**src/rtl/tlb_miss_walker.sv**
```systemverilog
// Shared ITLB/DTLB miss walker: arbitrates the two sticky miss flags (DTLB first),
// fetches one PTE from a single-level page table, then refills the chosen TLB or faults.
module tlb_miss_walker #(
    parameter int ADDR_W  = 32,
    parameter int VPN_W   = 20,
    parameter int TIMEOUT = 64
) (
    input  logic              i_clk,
    input  logic              i_rst,
    input  logic              i_imiss,
    input  logic              i_dmiss,
    input  logic [VPN_W-1:0]  i_ivpn,
    input  logic [VPN_W-1:0]  i_dvpn,
    input  logic [ADDR_W-1:0] i_ptbr,
    output logic              o_iack,
    output logic              o_dack,
    output logic              o_mem_req,
    output logic [ADDR_W-1:0] o_mem_addr,
    input  logic              i_mem_gnt,
    input  logic              i_mem_rvalid,
    input  logic [ADDR_W-1:0] i_mem_rdata,
    output logic              o_refill_we,
    output logic              o_refill_sel,
    output logic [VPN_W-1:0]  o_refill_vpn,
    output logic [ADDR_W-1:0] o_refill_pte,
    output logic              o_fault,
    output logic              o_stall
);
    localparam int CNT_W = $clog2(TIMEOUT);

    typedef enum logic [1:0] {S_IDLE, S_REQ, S_WAIT, S_DONE} state_t;

    state_t              r_state, w_state_next;
    logic                r_sel, w_sel_next;
    logic [VPN_W-1:0]    r_vpn, w_vpn_next;
    logic [ADDR_W-1:0]   r_pte, w_pte_next;
    logic [CNT_W-1:0]    r_cnt, w_cnt_next;
    logic                r_mem_req, w_mem_req_next;
    logic [ADDR_W-1:0]   r_mem_addr, w_mem_addr_next;
    logic                r_iack, w_iack_next;
    logic                r_dack, w_dack_next;
    logic                r_we, w_we_next;
    logic                r_fault, w_fault_next;
    logic                r_stall, w_stall_next;
    logic [VPN_W-1:0]    w_miss_vpn;
    logic                w_timeout;

    always_ff @(posedge i_clk) begin
        if (i_rst) begin
            r_state    <= S_IDLE;
            r_sel      <= 1'b0;
            r_vpn      <= '0;
            r_pte      <= '0;
            r_cnt      <= '0;
            r_mem_req  <= 1'b0;
            r_mem_addr <= '0;
            r_iack     <= 1'b0;
            r_dack     <= 1'b0;
            r_we       <= 1'b0;
            r_fault    <= 1'b0;
            r_stall    <= 1'b0;
        end else begin
            r_state    <= w_state_next;
            r_sel      <= w_sel_next;
            r_vpn      <= w_vpn_next;
            r_pte      <= w_pte_next;
            r_cnt      <= w_cnt_next;
            r_mem_req  <= w_mem_req_next;
            r_mem_addr <= w_mem_addr_next;
            r_iack     <= w_iack_next;
            r_dack     <= w_dack_next;
            r_we       <= w_we_next;
            r_fault    <= w_fault_next;
            r_stall    <= w_stall_next;
        end
    end

    // DTLB wins when both flags are up; the ITLB flag stays latched upstream.
    assign w_miss_vpn = i_dmiss ? i_dvpn : i_ivpn;
    assign w_timeout  = (r_cnt == CNT_W'(TIMEOUT - 1));

    always_comb begin
        w_state_next    = r_state;
        w_sel_next      = r_sel;
        w_vpn_next      = r_vpn;
        w_pte_next      = r_pte;
        w_cnt_next      = r_cnt;
        w_mem_req_next  = r_mem_req;
        w_mem_addr_next = r_mem_addr;
        w_iack_next     = 1'b0;
        w_dack_next     = 1'b0;
        w_we_next       = 1'b0;
        w_fault_next    = 1'b0;
        case (r_state)
            S_IDLE: begin
                if (i_dmiss || i_imiss) begin
                    w_sel_next      = i_dmiss;
                    w_vpn_next      = w_miss_vpn;
                    w_mem_req_next  = 1'b1;
                    w_mem_addr_next = i_ptbr + ADDR_W'({w_miss_vpn, 2'b00});
                    w_state_next    = S_REQ;
                end
            end
            S_REQ: begin
                if (i_mem_gnt) begin
                    w_mem_req_next = 1'b0;
                    w_cnt_next     = '0;
                    w_state_next   = S_WAIT;
                end
            end
            S_WAIT: begin
                w_cnt_next = r_cnt + CNT_W'(1);
                // Strobes are registered here so they appear during DONE.
                if (i_mem_rvalid) begin
                    w_pte_next   = i_mem_rdata;
                    w_iack_next  = ~r_sel;
                    w_dack_next  = r_sel;
                    w_we_next    = i_mem_rdata[0];
                    w_fault_next = ~i_mem_rdata[0];
                    w_state_next = S_DONE;
                end else if (w_timeout) begin
                    w_iack_next  = ~r_sel;
                    w_dack_next  = r_sel;
                    w_fault_next = 1'b1;
                    w_state_next = S_DONE;
                end
            end
            S_DONE:  w_state_next = S_IDLE;
            default: w_state_next = S_IDLE;
        endcase
        w_stall_next = (w_state_next != S_IDLE);
    end

    assign o_iack       = r_iack;
    assign o_dack       = r_dack;
    assign o_mem_req    = r_mem_req;
    assign o_mem_addr   = r_mem_addr;
    assign o_refill_we  = r_we;
    assign o_refill_sel = r_sel;
    assign o_refill_vpn = r_vpn;
    assign o_refill_pte = r_pte;
    assign o_fault      = r_fault;
    assign o_stall      = r_stall;
endmodule

```
**config.mk**
```make
export PLATFORM = sky130hd
export DESIGN_NAME = tlb_miss_walker
export DESIGN_NICKNAME = d
export VERILOG_FILES = /design/src/rtl/tlb_miss_walker.sv
export SDC_FILE = /design/constraint.sdc
export NUM_CORES = 1
export LEC_CHECK = 0
export CAP_MARGIN = 30
export CORE_MARGIN = 1.5
export CORE_UTILIZATION = 48
export CTS_BUF_LIST = sky130_fd_sc_hd__clkbuf_8
export DETAILED_ROUTE_END_ITERATION = 6
export GPL_TIMING_DRIVEN = 0
export PLACE_DENSITY = 0.95
export SLEW_MARGIN = 40
export SYNTH_ARGS = -nofsm -noshare
export SYNTH_HDL_FRONTEND = slang
export SYNTH_SLANG_ARGS = --single-unit
export TNS_END_PERCENT = 10
```
**constraint.sdc**
```tcl
create_clock -name i_clk -period 10.8 [get_ports i_clk]
set_clock_uncertainty 0.1 [all_clocks]
set_input_delay 2.16 -clock i_clk [delete_from_list [all_inputs] [get_ports i_clk]]
set_output_delay 2.16 -clock i_clk [all_outputs]
set_load 0.05 [all_outputs]
```
### Power grid

Bar = 20 um. Pins as bars on the die edge. Tap cells in gray.
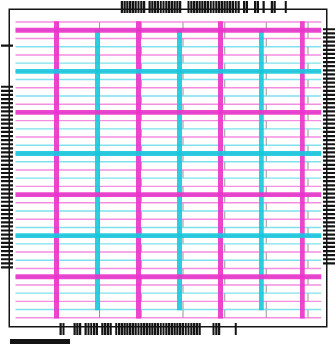
Key: magenta = VSS; cyan = VDD
7 straps on met4. 7 straps on met5. 133 tap cells. 201 signal pins sit on the boundary.
Die H: 104.6 um
Die Wd: 104.6 um

### Placement by cell class

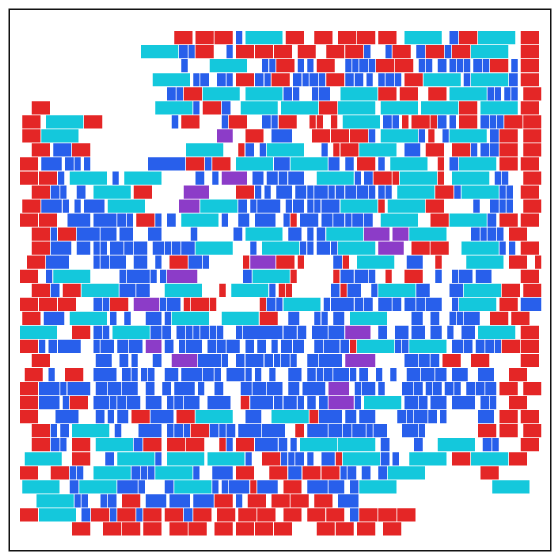
Key: blue = combinational and other logic [cells 491, share of their area 40%]; red = remaining buffers and delay cells [cells 234, share of their area 30%]; purple = clock drivers and dummy loads [cells 16, share of their area 2.9%]; cyan = sequential cells [cells 99, share of their area 28%]
Seq area share: 27.07%
final non-filler cell area: 7322 um^2
CORE AREA: 9910 um^2
Layout Utilization: 73.89%
floorplan row count: 36

### Routed clock nets over the placement

Bar = 20 um.
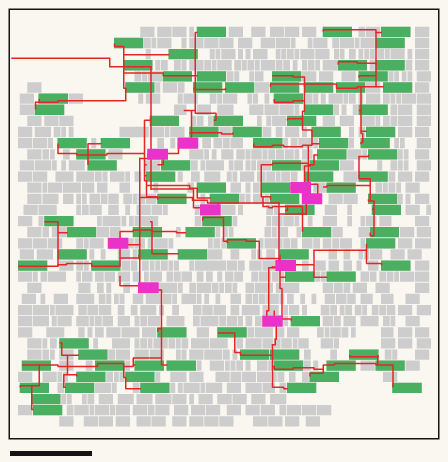
Key: magenta = clock drivers [count 9]; red = clock wires [length 1,090 um]; green = flip-flops [count 99]
Position of the flops: widely spread.
clock latency at the later pin of the worst-skew pair: 0.37 ns
clock network power: 0.240 mW

### Wiring by layer

Bar = 20 um. Two of the layers only.
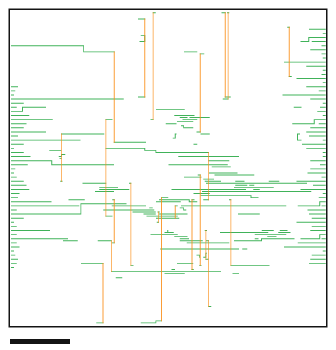
Key: orange = metal 4 [wire length 479 um]; green = metal 3 [wire length 1,420 um]
all-layer global routing usage: 29.04%
routed wire length: 16,220 um
via count: 5,445

[worst min-delay path: cells and delay by family, from the launching register on]
family / cells / cell delay [ns]
flip-flops: 1 / 0.33
AND/OR/NAND/NOR: 1 / 0.05
AND-OR/OR-AND: 1 / 0.05
[cells in the mapped netlist, types with 12 or more instances]
master	count	area, um^2
inv_1	14	52.55
mux2_2	20	225.2
nor2_1	31	116.4
nand2_1	156	585.6
a21oi_1	89	445.4
o21ai_0	13	65.06
xnor2_1	16	140.1
clkbuf_1	24	90.09
a21o_1	12	90.09
nand3_1	14	70.07
dfxtp_1	99	1982
ha_1	21	262.8
[final cells by class]
type	instances	area (um^2)
fill	724	2587
clock inverter	7	81.33
timing repair buffer	199	1992
sequential	99	1982
buffer	35	135.1
multi-input combinational	477	2789
clock buffer	9	123.9
tap	133	166.4
inverter	14	52.55
[logic make-up (layout without fill, tap and decap cells)]
group | Yosys count | count (layout) | synth area share [%]
adders and majority gates | 22 | 22 | 5.703
muxes | 24 | 24 | 5.350
and+or+nand+nor | 242 | 242 | 20.77
buffers and inverters | 49 | 264 | 3.785
DFF | 99 | 99 | 39.97
xor gates and xnor gates | 20 | 20 | 3.533
AOI/OAI and AO/OA | 169 | 169 | 20.89
[sequential cells by signal, summed over array words and instances, names as in the netlist]
register / count
o_stall: 1
o_iack: 1
o_mem_req: 1
o_refill_pte: 32
r_cnt: 6
o_mem_addr: 32
o_refill_vpn: 20
o_refill_sel: 1
r_state: 2
o_dack: 1
o_fault: 1
o_refill_we: 1
[power breakdown]
group	switching, mW	leakage (nW)	internal, mW
registers	0.0190	0.810	0.397
clock network	0.148	0.103	0.0922
logic	0.253	1.85	0.150
total	0.419	2.77	0.639
==> flow_summary_export.csv <==
group,metric,value,unit
synth,syn-cell-area,4959,um^2
power_and_ir_drop,ir_drop,0.1034,mV
cts,cts_buffer_depth,2,
placed_design,gp_congestion,0.9654,
floorplan,initCoreUtil,50.04,%
min_path,hp-class,"flop to flop",
routing,routedLengthMet1,6421,um
setup_path,cp_slowest_cell,"a21boi_0",
placed_design,place_inst,957,
final_layout,instances_no_fill,973,
setup_path,startpoint,"i_dmiss",
power_and_ir_drop,powerDensity,144.5,nW/um^2
final_timing,fin_hold_ws,0.3618,ns
setup_path,critPathArrivalTime,5.57,ns
global_route,grt_start_max_net_pins,21,
synth,ys_types,52,
final_timing,slew_viol_final,0,
setup_path,path_buffers,2,
global_route,grt_pass1_wl,25920,um
outcome,status,"finished clean",
final_layout,layout_top_cells,"clkdlybuf4s50_1 (199), nand2_1 (156), dfxtp_1 (99)",
synth,syn-num-nets,757,
synth,ff_type,"dfxtp_1",
setup_path,critical_path_class,"primary input to flop",
final_timing,setup_tns,0,ns
setup_path,end_kind,"flop",
global_route,met1_usage,33.40,%
routing,maxUsedRoutingLayer,"met4",
cts,cts_tree,"done",
setup_path,cp_max_fo,10,
synth,ys_warn_count,0,
flow_run,warning_count,26,
cts,clkTransAtPathRegs,0.11,ns
global_route,globalRouteMet3Util,7.174,%
cts,postCtsSetupBuffers,0,
synth,ys_cells,625,
placed_design,dpl.hpwl,12480,um
final_layout,area_delta_synth_final,47.67,%
synth,syn_avg_cell_area,7.934,um^2
final_timing,rsz0062_at_grt,"false",
synth,edf_count,0,
power_and_ir_drop,p_leak,2.768,nW
final_layout,drive_above_1_share,5.952,%
setup_path,path_cells,"clkbuf_1 -> buf_1 -> mux2_2 -> ha_1 -> a21oi_1 -> a21boi_0 -> a21oi_1 -> xnor2_1 -> a211oi_1",
placed_design,portBuffers,199,
flow_run,cap_violations,0,
setup_path,r2r_cells,7,
synth,ys_chip_area,4959,um^2
final_timing,tightestPinTransition,0.6896,ns
final_timing,timing.fmax,0.1857,GHz
final_layout,final_common_cell,"clkdlybuf4s50_1",
setup_path,r2r-start,"r_state[1]",
setup_path,cp-endpoint,"o_mem_addr[23]",
routing,initialDrtViolationCount,403,
setup_path,crit_family,"AND-OR/OR-AND gates",
setup_path,cpMostUsedCell,"a21oi_1",
synth,synthCells,625,
min_path,min_to,"o_refill_pte[23]",
setup_path,r2r_setup_slack,8.44,ns
synth,async_reset_ff_share,0,%
routing,drcViolationCount,0,
routing,drtAntennaViolNets,0,
cts,hold_buffers,0,
routing,avgRoutedWirePerCell,16.67,um
final_layout,layout.nets,967,
synth,ys.flops,99,
global_route,antenna_found_initial,1,
setup_path,cp_slowest_stage_delay,0.64,ns
final_timing,period_used_share,49.87,%
final_timing,slew-limit-headroom,53.61,%
cts,htreeDepth,3,
final_timing,setup_ws,5.414,ns
final_timing,setup-violations-final,0,
floorplan,dieArea,10950,um^2
routing,wl_met2,7902,um
No activity file was given, so power comes from the tool's default toggle rates.
